**config.mk**
```make
export PLATFORM = sky130hd
export DESIGN_NAME = seq_divider
export DESIGN_NICKNAME = d
export VERILOG_FILES = /design/src/rtl/seq_divider.sv
export SDC_FILE = /design/constraint.sdc
export NUM_CORES = 1
export LEC_CHECK = 0
export ABC_AREA = 1
export CAP_MARGIN = 10
export CORE_MARGIN = 2
export CORE_UTILIZATION = 55
export DETAILED_ROUTE_END_ITERATION = 8
export PLACE_DENSITY_LB_ADDON = 0.08
export SYNTH_ARGS = -nofsm -noshare
export SYNTH_HDL_FRONTEND = slang
export SYNTH_SLANG_ARGS = --single-unit
```
**constraint.sdc**
```tcl
create_clock -name clk -period 2.3 [get_ports clk]
set_clock_uncertainty 0.05 [all_clocks]
set_input_delay 0.575 -clock clk [delete_from_list [all_inputs] [get_ports clk]]
set_output_delay 0.575 -clock clk [all_outputs]
set_load 0.1 [all_outputs]
```
**src/rtl/seq_divider.sv**
```systemverilog
// Multi-cycle unsigned restoring divider: one quotient bit per clock, MSB first,
// with a valid/ready handshake on both the operand and the result side.
module seq_divider #(
  parameter int unsigned WIDTH = 8
) (
  input  logic             clk,
  input  logic             rst_n,
  input  logic [WIDTH-1:0] in1,
  input  logic [WIDTH-1:0] in2,
  input  logic             in_valid,
  output logic             in_ready,
  output logic             out_valid,
  input  logic             out_ready,
  output logic [WIDTH-1:0] quotient,
  output logic [WIDTH-1:0] remainder,
  output logic             div_by_zero
);

  localparam int unsigned CNT_W = $clog2(WIDTH + 1);

  typedef enum logic [1:0] {
    IDLE = 2'd0,
    CALC = 2'd1,
    DONE = 2'd2
  } state_e;

  state_e             state_q, state_d;
  logic [CNT_W-1:0]   cnt_q, cnt_d;
  logic [WIDTH-1:0]   dvd_q, dvd_d;   // dividend shift register, MSB consumed first
  logic [WIDTH-1:0]   dvs_q, dvs_d;   // captured divisor
  logic [WIDTH-1:0]   rem_q, rem_d;   // working partial remainder
  logic [WIDTH-1:0]   acc_q, acc_d;   // working quotient
  logic [WIDTH-1:0]   quo_q, quo_d;   // published quotient
  logic [WIDTH-1:0]   rmo_q, rmo_d;   // published remainder
  logic               dbz_q, dbz_d;

  logic [WIDTH:0]     partial;
  logic               step_bit;
  logic [WIDTH-1:0]   step_rem;
  logic [WIDTH-1:0]   step_quo;

  // One restoring step; the difference always fits in WIDTH bits when taken.
  always_comb begin
    partial  = {rem_q, dvd_q[WIDTH-1]};
    step_bit = (partial >= {1'b0, dvs_q});
    step_rem = step_bit ? WIDTH'(partial - {1'b0, dvs_q}) : partial[WIDTH-1:0];
    step_quo = {acc_q[WIDTH-2:0], step_bit};
  end

  always_ff @(posedge clk or negedge rst_n) begin
    if (!rst_n) begin
      state_q <= IDLE;
      cnt_q   <= '0;
      dvd_q   <= '0;
      dvs_q   <= '0;
      rem_q   <= '0;
      acc_q   <= '0;
      quo_q   <= '0;
      rmo_q   <= '0;
      dbz_q   <= 1'b0;
    end else begin
      state_q <= state_d;
      cnt_q   <= cnt_d;
      dvd_q   <= dvd_d;
      dvs_q   <= dvs_d;
      rem_q   <= rem_d;
      acc_q   <= acc_d;
      quo_q   <= quo_d;
      rmo_q   <= rmo_d;
      dbz_q   <= dbz_d;
    end
  end

  always_comb begin
    state_d = state_q;
    cnt_d   = cnt_q;
    dvd_d   = dvd_q;
    dvs_d   = dvs_q;
    rem_d   = rem_q;
    acc_d   = acc_q;
    quo_d   = quo_q;
    rmo_d   = rmo_q;
    dbz_d   = dbz_q;

    unique case (state_q)
      IDLE: begin
        if (in_valid) begin
          cnt_d = '0;
          dvd_d = in1;
          dvs_d = in2;
          rem_d = '0;
          acc_d = '0;
          // Zero divisor bypasses the iteration and publishes the fixed result.
          if (in2 == '0) begin
            quo_d   = '1;
            rmo_d   = in1;
            dbz_d   = 1'b1;
            state_d = DONE;
          end else begin
            state_d = CALC;
          end
        end
      end
      CALC: begin
        cnt_d = cnt_q + CNT_W'(1);
        dvd_d = {dvd_q[WIDTH-2:0], 1'b0};
        rem_d = step_rem;
        acc_d = step_quo;
        if (cnt_q == CNT_W'(WIDTH - 1)) begin
          quo_d   = step_quo;
          rmo_d   = step_rem;
          dbz_d   = 1'b0;
          state_d = DONE;
        end
      end
      DONE: begin
        if (out_ready) state_d = IDLE;
      end
      default: state_d = IDLE;
    endcase
  end

  assign in_ready    = (state_q == IDLE);
  assign out_valid   = (state_q == DONE);
  assign quotient    = quo_q;
  assign remainder   = rmo_q;
  assign div_by_zero = dbz_q;

endmodule

```
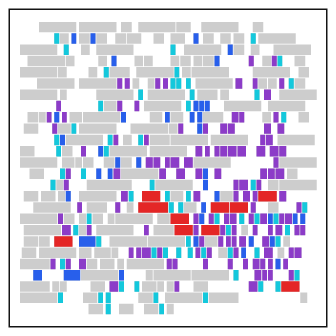
run_1/gate_families.png
| color | family | cells |
|---|---|---|
| red | adder and majority cells | 10 |
| cyan | inverters | 66 |
| blue | NOR gates | 39 |
| purple | NAND gates | 123 |
share of the final layout cell area in multi-input gates: 35.3%
Layout Cells excl Fill: 475
top logic cell by instance count in the layout: sky130_fd_sc_hd__nand2_1

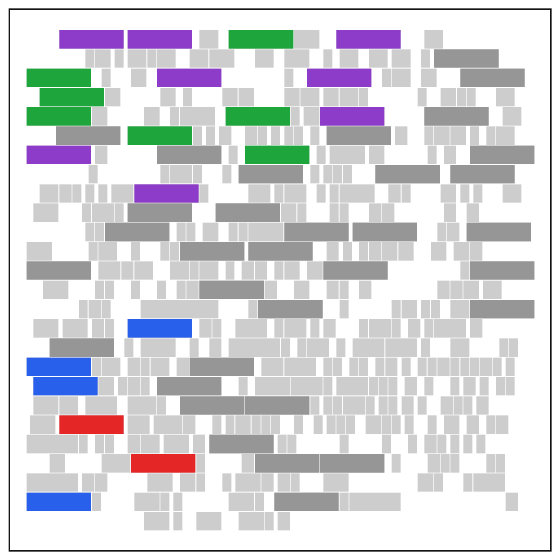
run_1/registers.png
| color | name in the netlist | sequential cells |
|---|---|---|
| purple | quotient | 8 |
| blue | cnt_q | 4 |
| red | state_q | 2 |
| green | acc_q | 7 |
not colored: 33

==> COMMIT_EDITMSG, run 1 <==
Store results of the implementation flow

- Worst path cell trace: ha_1 > nand2_1 > nor2_1 > nand2_1 > nand3_1 > nand3_1 > nand4_1 > nand3_1 > nand2_1 > inv_1
- After detailed routing, the total wire length is 6.45 mm.
* Fraction of final layout cells sized beyond drive strength 1: 11.1%
- Minimum setup slack among reg-to-reg paths: 0.27 ns
* Drt drc: 0
* Ant diodes: 0
- Number of instances in the placed design: 467
* Crit Path Class: register to register
- Per the post-synthesis stats, the area per cell is 7.90 µm².
- DRT antenna net count: 0
- TritonCTS clock tree: done
- The first global-routing pass estimated 11.2 mm of wire.
- The most critical min-delay path falls under input port to async pin.
- The top cell types in the final layout, fill and taps aside, are sky130_fd_sc_hd__nand2_1, sky130_fd_sc_hd__inv_1, sky130_fd_sc_hd__dfrtp_1, sky130_fd_sc_hd__nor2_1, sky130_fd_sc_hd__nand3_1.
- After layout, the worst path uses 88.3% of the clock period.
- Cell class contributing the biggest share of worst-path delay: simple AND/OR/NAND/NOR gates
- Clock buffers and inverters, area share: 3.52%
- Buffer depth of the longest clock path: 2
- Result of the run: finished, final reports clean
* Startpoint of the most critical setup path: rem_q[2]
* Number of synthesized flops with an enable pin: 0
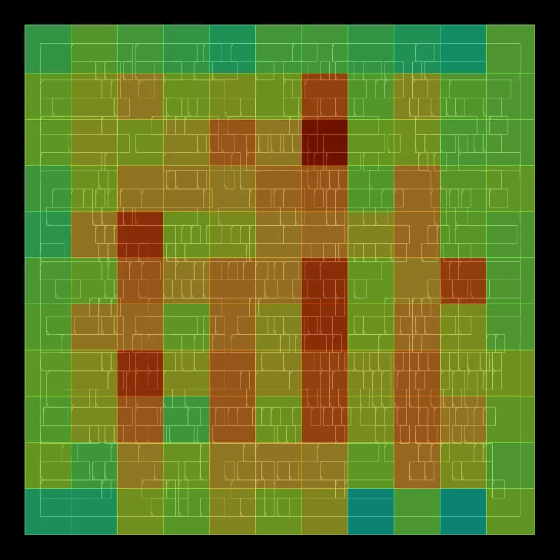
run_1/final_congestion.png
grt peak-use layer: met2
met2 demand-to-capacity share in global routing: 39.3%
GR met1 Demand/Resource: 33.3%

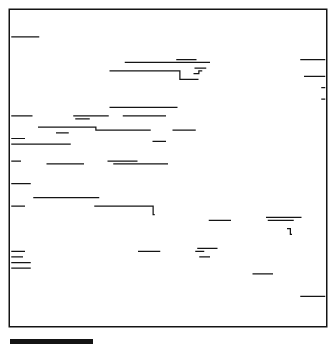
run_1/met3.png
Scale bar: 20 µm.
longest straight run: 20.2 µm
nets with wire on the layer: 36
share of all routed wire: 4.7%
wire length on this layer: 300 µm
main direction: horizontal

==> run 2, diff against run 1 <==
--- a/config.mk
+++ b/config.mk
@@ -7,6 +7,7 @@
 export LEC_CHECK = 0
 export ABC_AREA = 1
 export CAP_MARGIN = 10
+export CORE_ASPECT_RATIO = 0.9
 export CORE_MARGIN = 2
 export CORE_UTILIZATION = 55
 export DETAILED_ROUTE_END_ITERATION = 8
==> run 2 against run 1 <==
Against the previous run: maximum frequency is 0.92% higher; utilization is 2.0 points higher; synthesized cell count stayed put; flip-flop count stayed put; highest routed layer unchanged.
==> COMMIT_EDITMSG, run 2 <==
Store results of the implementation flow

- The run finished with clean final reports.
- The critical path is of the register to register type.
- Classification of the worst-slack hold path: input port to async pin
- Per the post-synthesis stats, the area per cell is 7.90 µm².
- Global-route wire length before repair: 11.3 mm
- Clock buffers and inverters, area share: 3.27%
- Post-synth mux share: 0%
- Layout Cells excl Fill: 470
- Xor/xnor share of the synthesized area: 0.916%
- Grt peak-use layer: met2
- Counting every sink on the clock net gives 54.
- Per the detail_route report, DRC violations left total 0.
- Tracing the worst setup path back leads to its startpoint at dvs_q[7].
- Minimum setup slack among reg-to-reg paths: 0.29 ns
* Max stage delay cell, worst path: sky130_fd_sc_hd__dfrtp_1
- The largest cell class by area is flip-flops and latches.
* GR met1 Demand/Resource: 35.9%
- Total CTS buffers: 5
* Hold WS: 0.157 ns
- Among cell families on the critical path, the largest total delay comes from simple AND/OR/NAND/NOR gates.
- Nets still carrying antenna violations after routing amount to 0.
- Share of the final layout cell area in multi-input gates: 35.4%
- Portion of the clock cycle consumed by the worst path in the final layout: 87.5%
- Of the total standard cell area in the layout, the sequential portion is 39.2%.
* Total met3 wirelength after detailed routing: 241 µm
- For this run, the script counts the antenna cells in the layout as 0.
- The most common logic cell in the final layout is sky130_fd_sc_hd__nand2_1.
- For this design the top-level I/O count stands at 39.
* Placement-stage worst setup slack: 0.0427 ns
* Number of instances in the placed design: 463
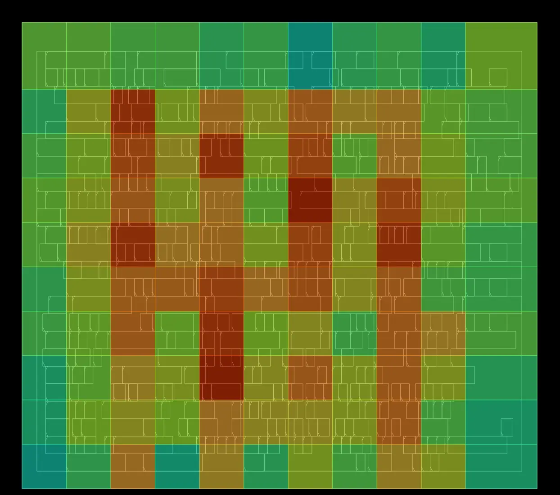
run_2/final_congestion.png
Routed wire per std cell: 13.9 µm
total routing usage reported by global routing: 25.3%

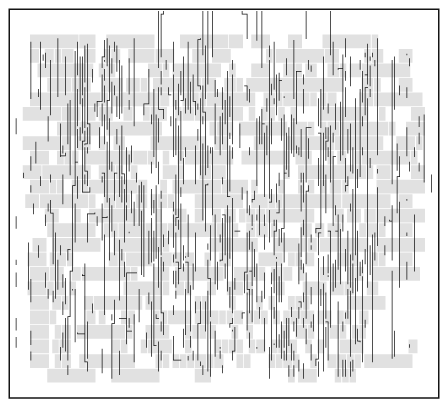
run_2/met2.png
wire length on this layer: 2990 µm
longest straight run: 35.4 µm
met2 demand-to-capacity share in global routing: 39.7%
total via count after detailed routing: 2462
aggregate routed wire length: 6.52 mm

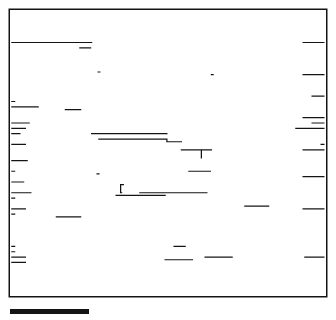
run_2/met3.png
Scale bar: 20 µm.
wire length on this layer: 241 µm
nets with wire on the layer: 40
main direction: horizontal
share of all routed wire: 3.7%
longest straight run: 20.2 µm
met3 Track Usage GR: 5.47%

